--- config.mk ---
export PLATFORM = sky130hd
export DESIGN_NAME = tmds_encoder_multi
export DESIGN_NICKNAME = d
export VERILOG_FILES = /design/src/rtl/tmds_encoder_multi.sv
export SDC_FILE = /design/constraint.sdc
export NUM_CORES = 1
export LEC_CHECK = 0
export CORE_ASPECT_RATIO = 0.8
export CORE_MARGIN = 3
export CORE_UTILIZATION = 62
export DETAILED_ROUTE_END_ITERATION = 7
export GPL_TIMING_DRIVEN = 0
export HOLD_SLACK_MARGIN = 0.05
export PLACE_DENSITY_LB_ADDON = 0.05
export SETUP_SLACK_MARGIN = 0.02
export SLEW_MARGIN = 15
export SYNTH_ARGS = -nofsm -noshare
export SYNTH_HDL_FRONTEND = slang
export SYNTH_SLANG_ARGS = --single-unit
export TNS_END_PERCENT = 100
--- constraint.sdc ---
create_clock -name pixelclk -period 18.5 [get_ports pixelclk]
set_input_delay 5.55 -clock pixelclk [delete_from_list [all_inputs] [get_ports pixelclk]]
set_output_delay 5.55 -clock pixelclk [all_outputs]
set_load 0.02 [all_outputs]
--- src/rtl/tmds_encoder_multi.sv ---
// tmds_encoder_multi: NUM_CH-lane TMDS 8b/10b encoder with per-lane running disparity.
// Define TMDS_GUARD_BAND_EN to add HDMI video guard band (latency 4 instead of 2).
module tmds_encoder_multi #(
  parameter int NUM_CH = 3,
  parameter int CNT_W  = 5
) (
  input  logic                 pixelclk,
  input  logic                 rst,
  input  logic                 de,
  input  logic [8*NUM_CH-1:0]  din,
  input  logic [2*NUM_CH-1:0]  ctl,
  output logic [10*NUM_CH-1:0] tmds_sym,
  output logic                 de_out,
  output logic [2*NUM_CH-1:0]  ctl_out
);

  localparam logic [9:0] TOK_00 = 10'b1101010100;
  localparam logic [9:0] TOK_01 = 10'b0010101011;
  localparam logic [9:0] TOK_10 = 10'b0101010100;
  localparam logic [9:0] TOK_11 = 10'b1010101011;

  typedef struct packed {
    logic                   de;
    logic [2*NUM_CH-1:0]    ctl;
    logic [NUM_CH-1:0][8:0] qm;
    logic [NUM_CH-1:0][3:0] n1q;
  } stage_t;

  // Transition-minimising first step: XNOR chain when the byte is ones-heavy.
  function automatic logic [8:0] min_trans(input logic [7:0] d);
    logic [3:0] n1;
    logic       use_xnor;
    logic [8:0] q;
    n1       = 4'($countones(d));
    use_xnor = (n1 > 4'd4) || ((n1 == 4'd4) && !d[0]);
    q        = '0;
    q[0]     = d[0];
    for (int i = 1; i < 8; i++) begin
      q[i] = use_xnor ? ~(q[i-1] ^ d[i]) : (q[i-1] ^ d[i]);
    end
    q[8] = ~use_xnor;
    return q;
  endfunction

  function automatic logic [9:0] ctl_token(input logic [1:0] c);
    logic [9:0] t;
    unique case (c)
      2'b00:   t = TOK_00;
      2'b01:   t = TOK_01;
      2'b10:   t = TOK_10;
      default: t = TOK_11;
    endcase
    return t;
  endfunction

  stage_t                       s1_d, s1_q, enc;
  logic [NUM_CH-1:0][9:0]       sym_d, sym_q;
  logic [NUM_CH-1:0][CNT_W-1:0] cnt_d, cnt_q;
  logic                         de_q;
  logic [2*NUM_CH-1:0]          ctl_q;

  always_comb begin
    s1_d     = '0;
    s1_d.de  = de;
    s1_d.ctl = ctl;
    for (int k = 0; k < NUM_CH; k++) begin
      s1_d.qm[k]  = min_trans(din[8*k +: 8]);
      s1_d.n1q[k] = 4'($countones(s1_d.qm[k][7:0]));
    end
  end

`ifdef TMDS_GUARD_BAND_EN
  localparam logic [9:0] GB_CH1   = 10'b0100110011;
  localparam logic [9:0] GB_OTHER = 10'b1011001100;

  // Two extra stages let the encoder see de for the next two output cycles.
  stage_t d1_q, d2_q;
  logic   guard_go;

  always_ff @(posedge pixelclk) begin
    if (rst) begin
      d1_q <= '0;
      d2_q <= '0;
    end else begin
      d1_q <= s1_q;
      d2_q <= d1_q;
    end
  end

  assign enc      = d2_q;
  assign guard_go = !d2_q.de && (d1_q.de || s1_q.de);
`else
  assign enc = s1_q;
`endif

  // NOTE: every variable written here gets a default first, so no latch is inferred.
  always_comb begin
    sym_d = '0;
    cnt_d = '0;
    for (int k = 0; k < NUM_CH; k++) begin
      logic [8:0]       qm;
      logic [CNT_W-1:0] cnt, diff;
      logic             cnt_pos, cnt_neg;
      qm      = enc.qm[k];
      cnt     = cnt_q[k];
      // diff = n1q - n0q = 2*n1q - 8, kept as modular two's complement
      diff    = CNT_W'({enc.n1q[k], 1'b0}) - CNT_W'(8);
      cnt_pos = !cnt[CNT_W-1] && (cnt != '0);
      cnt_neg = cnt[CNT_W-1];
      if (!enc.de) begin
        sym_d[k] = ctl_token(enc.ctl[2*k +: 2]);
        cnt_d[k] = '0;
`ifdef TMDS_GUARD_BAND_EN
        if (guard_go) sym_d[k] = (k == 1) ? GB_CH1 : GB_OTHER;
`endif
      end else if ((cnt == '0) || (enc.n1q[k] == 4'd4)) begin
        sym_d[k] = {~qm[8], qm[8], qm[8] ? qm[7:0] : ~qm[7:0]};
        cnt_d[k] = qm[8] ? (cnt + diff) : (cnt - diff);
      end else if ((cnt_pos && (enc.n1q[k] > 4'd4)) || (cnt_neg && (enc.n1q[k] < 4'd4))) begin
        sym_d[k] = {1'b1, qm[8], ~qm[7:0]};
        cnt_d[k] = cnt + CNT_W'({qm[8], 1'b0}) - diff;
      end else begin
        sym_d[k] = {1'b0, qm[8], qm[7:0]};
        cnt_d[k] = cnt + diff - (qm[8] ? CNT_W'(0) : CNT_W'(2));
      end
    end
  end

  // NOTE: registers use <= so every stage samples its predecessor's pre-edge value.
  always_ff @(posedge pixelclk) begin
    if (rst) begin
      s1_q  <= '0;
      sym_q <= {NUM_CH{TOK_00}};
      cnt_q <= '0;
      de_q  <= 1'b0;
      ctl_q <= '0;
    end else begin
      s1_q  <= s1_d;
      sym_q <= sym_d;
      cnt_q <= cnt_d;
      de_q  <= enc.de;
      ctl_q <= enc.ctl;
    end
  end

  assign tmds_sym = sym_q;
  assign de_out   = de_q;
  assign ctl_out  = ctl_q;

endmodule
Fig. 1: run 1, wiring by layer
Two of the layers only.
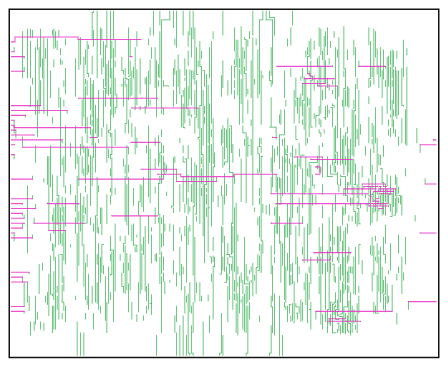
magenta -> metal 3  # wire length 631 um
green -> metal 2  # wire length 6420 um

Fig. 2: run 1, I/O nets highlighted
Bar = 20 um.
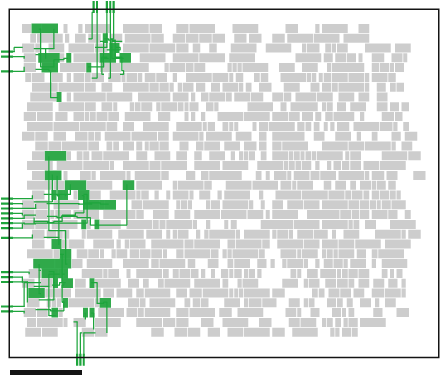
green -> din  # direction input, edge 16 left, 5 top, 3 bottom, end cells 43, buffers 24, wire 585 um

==> flow_metrics.py, run 1 <==
# Flow results
metrics = {
    "outcome": {
        "status": "complete, no violations",
    },
    "cells_and_area": {
        "final_nets": 881,
        "diodes": 0,
        "final_cell_area_um2": 7470,
        "comb_area_um2": 3960,
    },
    "cts": {
        "numCtsBuffers": 9,
        "cts_tree": "done",
        "ctsLongestPathBuffers": 2,
        "cts.reportedPaths.clkPinSlew_ns": 0.07,
    },
    "power": {
        "cellLeakagePower_nw": 3.34,
        "power.density_nw_per_um2": 172,
    },
    "global_route": {
        "grt_start_max_net_pins": 19,
        "grt_pass1_wl_um": 22200,
    },
    "floorplan": {
        "dieWidth_um": 119,
    },
    "synthesis": {
        "ys_seq_share": 0.301,
        "yosysWarnings": 0,
        "synth_flop_count": 95,
        "ys_async_sr_fraction": 0,
        "synth-area-yosys_um2": 6310,
        "syn_nets": 801,
    },
    "job": {
        "drv_cap": 0,
    },
    "sta": {
        "setup_tns_ns": 0,
        "final-max-slew-violation-count": 0,
        "clock_skew_ns": 0.00768,
        "fmax_mhz": 85.8,
    },
    "detailed_routing": {
        "ant_nets": 0,
    },
    "place": {
        "dp_slack_ns": 6.52,
        "numPortBuffers": 69,
    },
    "worst_setup_path": {
        "cp-start-kind": "input pin",
    },
}
Fig. 3: run 1, where the registers sit
Bar = 20 um. Other sequential cells in the stronger grey, the rest of the logic in the fainter grey.
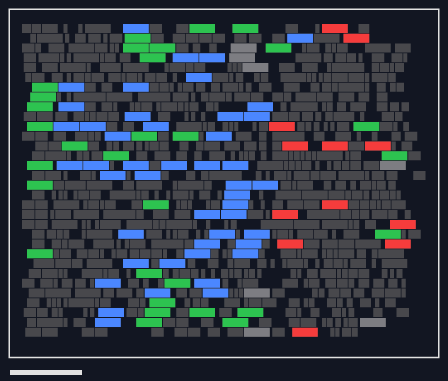
blue -> enc  # placed flops 46
green -> tmds_sym  # placed flops 30
red -> cnt_q  # placed flops 12
not coloured = 7
register area: 1900 um2
P_seq: 0.000282 W

[run 1: cell type report]
| class | count | area share |
|---|---|---|
| Timing Repair Buffer | 69 | 0.0925 |
| Clock buffer | 9 | 0.0302 |
| Inverter | 97 | 0.0487 |
| Clock inverter | 7 | 0.00888 |
| Buffer | 21 | 0.0127 |
| Multi-Input combinational cell | 447 | 0.530 |
| Tap cell | 136 | 0.0228 |
| Sequential cell | 95 | 0.255 |
[run 1: worst paths after layout]
check,cells after the start,startpoint,to,slack (ns)
hold reg to reg,2,enc[42],ctl_out[3],0.52
hold / removal,2,enc[42],ctl_out[3],0.52
setup reg to reg,10,enc[20],cnt_q[3],15.67
setup / recovery,21,din[16],enc[10],6.84
[run 1: power by group through the flow]
stage | sequential (W) | combinational [W] | clock (W)
2_1_floorplan | 0.000291 | 0.000612 | 0
3_3_place_gp | 0.000284 | 0.000762 | 0
3_5_place_dp | 0.000286 | 0.000809 | 0
4_1_cts | 0.000282 | 0.000822 | 0.000183
5_1_grt | 0.000287 | 0.000936 | 0.000191
6_report | 0.000282 | 0.000823 | 0.000180
[run 1: layer usage]
| metal | vias up | routed length, um | global-route usage |
|---|---|---|---|
| met5 | - | 0 | 0 |
| met3 | 17 | 630 | 0.0447 |
| met1 | 2214 | 6070 | 0.318 |
| met4 | 0 | 147 | 0.0646 |
| met2 | 112 | 6420 | 0.430 |
| li1 | 2266 | - | - |
[run 1: state kept, by name, indices dropped and copies added, names as in the netlist]
signal,flops
de_out,1
tmds_sym,30
cnt_q,12
enc,46
ctl_out,6
[run 1: cell usage in the layout (no fill, tap or decap), types with 3 or more instances in the layout]
master,Yosys,layout
xnor2_1,53,53
clkbuf_1,15,15
or3_1,3,3
a211oi_1,13,13
nor3b_1,11,11
o31ai_1,3,3
xor2_1,32,32
nand2b_1,4,4
nor2_1,54,54
o21bai_1,5,5
dfxtp_1,95,95
clkbuf_16,0,9
buf_2,4,4
or2_2,10,10
nand2_1,7,7
inv_1,97,97
a21oi_1,37,37
a21o_1,10,10
xnor2_2,6,6
nor2b_1,21,21
o21ai_0,21,21
ha_1,70,70
nor3_1,13,13
clkdlybuf4s50_1,0,69
mux2i_1,9,9
fa_1,38,38
[run 1: stage by stage]
| step | cells | total power [W] |
|---|---|---|
| finish | 881 | 0.00128 |
| global route | 881 | 0.00141 |
| CTS | 881 | 0.00129 |
| detailed placement | 865 | 0.00110 |
| global placement | 865 | 0.00105 |
| floorplan | 660 | 0.000903 |
[run 1: kinds of logic after synthesis]
kind of cell    after synthesis  synth area share
compound gates              106             0.105
xor+xnor                     93             0.139
fa+ha+maj                   108             0.259
buf+inv                     118            0.0728
flops                        95             0.301
mux                          10            0.0161
simple gates                130             0.106
[run 1: critical path: stages]
cell and delay, ns:
clkdlybuf4s50_1 0.51, inv_1 0.12, fa_1 0.57, fa_1 0.43, fa_1 0.50, inv_1 0.05
ha_1 0.21, fa_1 0.45, nor3b_1 0.25, o21ai_0 0.11, a21oi_1 0.47, xnor2_1 0.27
fa_1 0.50, fa_1 0.51, inv_1 0.05, fa_1 0.48, ha_1 0.17, inv_1 0.06
fa_1 0.38, xor2_1 0.16, nor2_1 0.05
==> run 1 -> run 2 <==
--- a/config.mk
+++ b/config.mk
@@ -7,7 +7,7 @@
 export LEC_CHECK = 0
 export CORE_ASPECT_RATIO = 0.8
 export CORE_MARGIN = 3
-export CORE_UTILIZATION = 62
+export CORE_UTILIZATION = 57
 export DETAILED_ROUTE_END_ITERATION = 7
 export GPL_TIMING_DRIVEN = 0
 export HOLD_SLACK_MARGIN = 0.05
==> constraint.sdc (replaced) <==
create_clock -name pixelclk -period 11.9 [get_ports pixelclk]
set_input_delay 3.57 -clock pixelclk [delete_from_list [all_inputs] [get_ports pixelclk]]
set_output_delay 3.57 -clock pixelclk [all_outputs]
set_load 0.02 [all_outputs]
Fig. 4: run 2, wiring by layer
Two of the layers only.
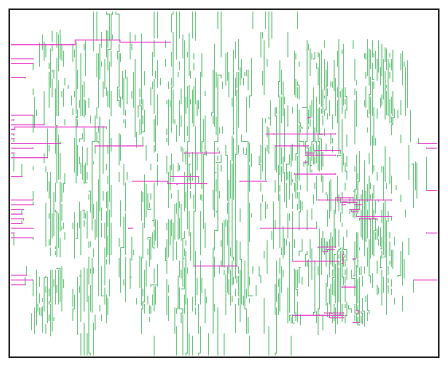
magenta -> metal 3  # wire length 483 um
green -> metal 2  # wire length 6300 um
GR Util All Layers: 0.228
vias post-DR: 4572
WL per Instance: 15.3 um
routed wire length: 13500 um

Fig. 5: run 2, I/O nets highlighted
Bar = 20 um.
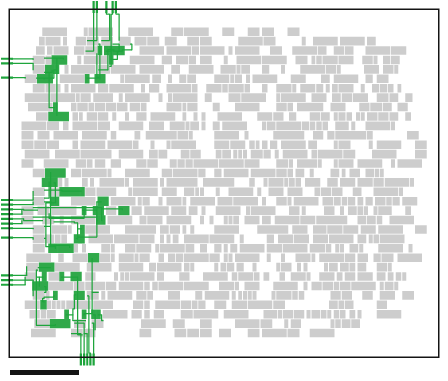
green -> din  # direction input, edge 14 left, 5 top, 5 bottom, end cells 43, buffers 24, wire 588 um
buffers added on ports: 69
num ports: 70

==> flow_metrics.py, run 2 <==
# Flow results
metrics = {
    "cells_and_area": {
        "diodes": 0,
        "final_nets": 881,
        "final_cell_area_um2": 7470,
    },
    "cts": {
        "cts_tree": "done",
        "cts.reportedPaths.clkPinSlew_ns": 0.07,
        "ctsLongestPathBuffers": 2,
    },
    "sta": {
        "setup_tns_ns": 0,
        "final-max-slew-violation-count": 0,
    },
    "detailed_routing": {
        "ant_nets": 0,
    },
    "worst_setup_path": {
        "rr_startpoint": "enc[20]",
        "cp_slowest_cell": "fa_1",
        "r2r_slack_ns": 9.06,
        "rr_worst_depth": 10,
        "cp-start-kind": "input pin",
        "critPathLaunch": "din[16]",
        "cp_top_family": "adder cells",
        "worstReg2RegEnd": "cnt_q[3]",
    },
    "synthesis": {
        "synth-area-yosys_um2": 6310,
        "syn_nets": 801,
        "synth_flop_count": 95,
        "yosysWarnings": 0,
        "ys_async_sr_fraction": 0,
    },
    "outcome": {
        "status": "complete, no violations",
    },
    "global_route": {
        "grt_start_max_net_pins": 19,
    },
    "power": {
        "power_w": 0.00200,
        "power.density_nw_per_um2": 268,
    },
    "hold_path": {
        "hold_end": "ctl_out[1]",
    },
}
Fig. 6: run 2, where the registers sit
Bar = 20 um. Other sequential cells in the stronger grey, the rest of the logic in the fainter grey.
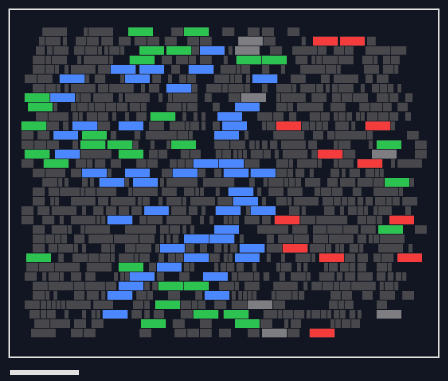
blue -> enc  # placed flops 46
green -> tmds_sym  # placed flops 30
red -> cnt_q  # placed flops 12
P_seq: 0.000439 W
flop share of the area: 0.255
post-layout util: 0.709

[run 2: worst max-delay path by stage]
stage,slack (ns),endpoint,cells past startpoint
6_report,2.19,enc[10],21
3_3_place_gp,2.02,enc[10],21
5_1_grt,1.95,enc[10],21
2_1_floorplan,2.89,enc[10],20
3_5_place_dp,1.86,enc[10],21
4_1_cts,2.17,enc[10],21
[run 2: power by group]
part           internal [W]  leakage (nW)  switching [W]
Combinational      0.000582          2.42       0.000701
Sequential         0.000388         0.787      0.0000512
Clock              0.000146         0.136       0.000134
Total               0.00112          3.34       0.000886
[run 2: layer usage]
layer / share of wire / global-route usage
met1: 0.49 / 0.324
met2: 0.47 / 0.367
met3: 0.036 / 0.0428
met4: 0.0081 / 0.0409
met5: 0 / 0
[run 2: per-stage QoR]
stage | std cells | utilization | setup WS (ns)
floorplan | 660 | - | 2.89
global placement | 869 | 0.682 | 2.02
detailed placement | 869 | 0.682 | 1.86
CTS | 885 | 0.709 | 2.17
global route | 885 | 0.709 | 1.95
finish | 885 | 0.709 | 2.19
[run 2: final cells by class]
type                    count  area, um2
plain buffers              21       95.1
clock buffers               9        225
clock inverters             7       60.1
fillers                   851       3060
inverters                  97        364
multi-input cells         447       3960
flip-flops and latches     95       1900
well taps                 140        175
repair buffers             69        691
[run 2: tightest hold or removal path: stages, from the launching register on]
cell and delay [ns]:
dfxtp_1 0.33, inv_1 0.10, nor2_1 0.05
[run 2: cell families after synthesis]
group / count (synthesis) / share of synthesized area
xor+xnor: 93 / 0.139
buf+inv: 118 / 0.0728
flops: 95 / 0.301
mux: 10 / 0.0161
fa+ha+maj: 108 / 0.259
compound gates: 106 / 0.105
simple gates: 130 / 0.106
==> run 2 -> run 3 <==
==> constraint.sdc (replaced) <==
create_clock -name pixelclk -period 9.4 [get_ports pixelclk]
set_input_delay 2.82 -clock pixelclk [delete_from_list [all_inputs] [get_ports pixelclk]]
set_output_delay 2.82 -clock pixelclk [all_outputs]
set_load 0.02 [all_outputs]
Fig. 7: run 3, met1 routing
Bar = 20 um. Supply wires on this layer in grey. Cells faint in the background.
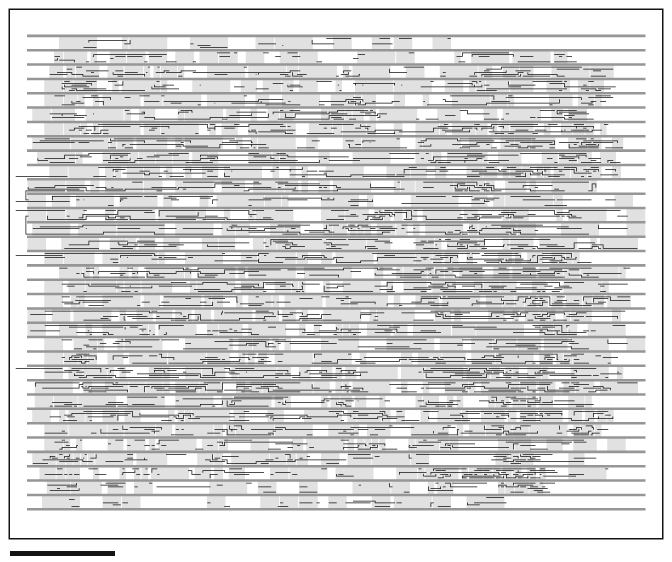
wire length on this layer = 6610 um
main direction = horizontal
nets with wire on the layer = 805
share of all routed wire = 49%
longest straight run = 36.8 um

Fig. 8: run 3, wiring by layer
Two of the layers only.
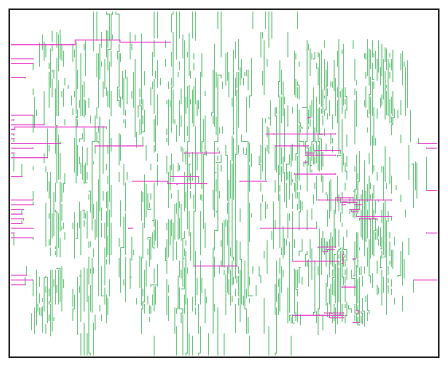
magenta -> metal 3  # wire length 483 um
green -> metal 2  # wire length 6300 um

==> flow_metrics.py, run 3 <==
# Flow results
metrics = {
    "outcome": {
        "status": "complete, no violations",
    },
    "hold_path": {
        "hold_end": "ctl_out[1]",
        "hold_depth": 2,
        "hold_path.startpoint": "enc[40]",
    },
    "cells_and_area": {
        "lay_top_cells": "inv_1, dfxtp_1, ha_1, clkdlybuf4s50_1, nor2_1",
        "final_nets": 881,
        "layout_top_cell": "inv_1",
        "postLayoutCoreUtil": 0.709,
        "largest_register_ffs": 46,
        "final_cell_area_um2": 7470,
    },
    "floorplan": {
        "pin_count": 70,
        "dieWidth_um": 124,
    },
    "detailed_routing": {
        "wl_per_cell_um": 15.3,
        "via_count": 4572,
        "ant_nets": 0,
    },
    "sta": {
        "setup_tns_ns": 0,
    },
    "cts": {
        "ctsLongestPathBuffers": 2,
        "cts_tree": "done",
    },
    "synthesis": {
        "synth_flop_count": 95,
        "yosysWarnings": 0,
        "ys_async_sr_fraction": 0,
        "syn_nets": 801,
        "synth-area-yosys_um2": 6310,
    },
    "job": {
        "drv_cap": 0,
    },
    "global_route": {
        "grt_start_max_net_pins": 19,
        "grt_pass1_wl_um": 22200,
        "grtUsageTotal": 0.228,
    },
    "worst_setup_path": {
        "cp-start-kind": "input pin",
        "r2r_slack_ns": 6.56,
        "rr_worst_depth": 10,
        "worstReg2RegEnd": "cnt_q[3]",
    },
    "power": {
        "power.density_nw_per_um2": 339,
        "cellLeakagePower_nw": 3.34,
    },
}
Fig. 9: run 3, track usage over the die
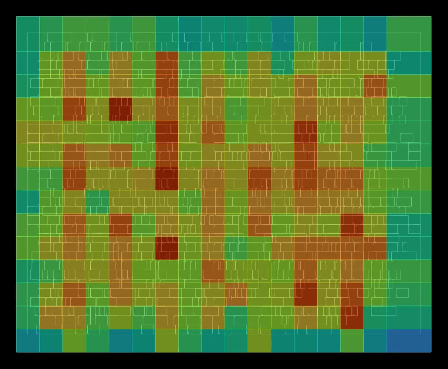
grt met3 use: 0.0428
met2 usage: 0.367
met1 usage: 0.324

run 3: worst max-delay path by stage:
stage / startpoint / endpoint / slack (ns) / depth (start not counted)
2_1_floorplan: din[16] / enc[10] / 1.14 / 20
3_3_place_gp: din[16] / enc[10] / 0.27 / 21
3_5_place_dp: din[16] / enc[10] / 0.11 / 21
4_1_cts: din[16] / enc[10] / 0.42 / 21
5_1_grt: din[16] / enc[10] / 0.20 / 21
6_report: din[16] / enc[10] / 0.44 / 21
run 3: power by group:
| group | total, W | switching [W] | internal [W] |
|---|---|---|---|
| sequential | 0.000556 | 0.0000648 | 0.000491 |
| combinational | 0.00162 | 0.000888 | 0.000737 |
| clock | 0.000354 | 0.000170 | 0.000185 |
run 3: kinds of logic after synthesis:
kind of cell / after synthesis / synth area share
AND/OR/NAND/NOR: 130 / 0.106
buffers and inverters: 118 / 0.0728
adder cells (fa/ha/maj): 108 / 0.259
AND-OR/OR-AND: 106 / 0.105
flip-flops: 95 / 0.301
XOR/XNOR: 93 / 0.139
multiplexers: 10 / 0.0161
run 3: final cells by class:
type,instances,area (um2)
clock inverters,7,60.1
flip-flops and latches,95,1900
plain buffers,21,95.1
inverters,97,364
fillers,851,3060
repair buffers,69,691
well taps,140,175
clock buffers,9,225
multi-input cells,447,3960
run 3: worst max-delay path, cell delays in order:
cell	delay [ns]
clkdlybuf4s50_1	0.51
inv_1	0.12
fa_1	0.56
fa_1	0.43
fa_1	0.50
inv_1	0.05
ha_1	0.20
fa_1	0.45
nor3b_1	0.25
o21ai_0	0.11
a21oi_1	0.49
xnor2_1	0.30
fa_1	0.52
fa_1	0.51
inv_1	0.05
fa_1	0.48
ha_1	0.17
inv_1	0.06
fa_1	0.37
xor2_1	0.16
nor2_1	0.06
run 3: routing by layer:
metal | global-route usage | wire, um | vias up | part of all wire
li1 | - | - | 2280 | -
met1 | 0.324 | 6610 | 2179 | 0.49
met2 | 0.367 | 6300 | 101 | 0.47
met3 | 0.0428 | 482 | 12 | 0.036
met4 | 0.0409 | 110 | 0 | 0.0081
met5 | 0 | 0 | - | 0
run 3: through the flow:
step / power, W / instances / hold slack (ns)
after global routing: 0.00276 / 885 / 0.541
after floorplan: 0.00178 / 660 / 0.478
after detailed placement: 0.00215 / 869 / 0.506
after global placement: 0.00207 / 869 / 0.503
after CTS: 0.00253 / 885 / 0.518
final: 0.00253 / 885 / 0.519
Power figures rest on the tool's default switching activity, not on a simulated workload.
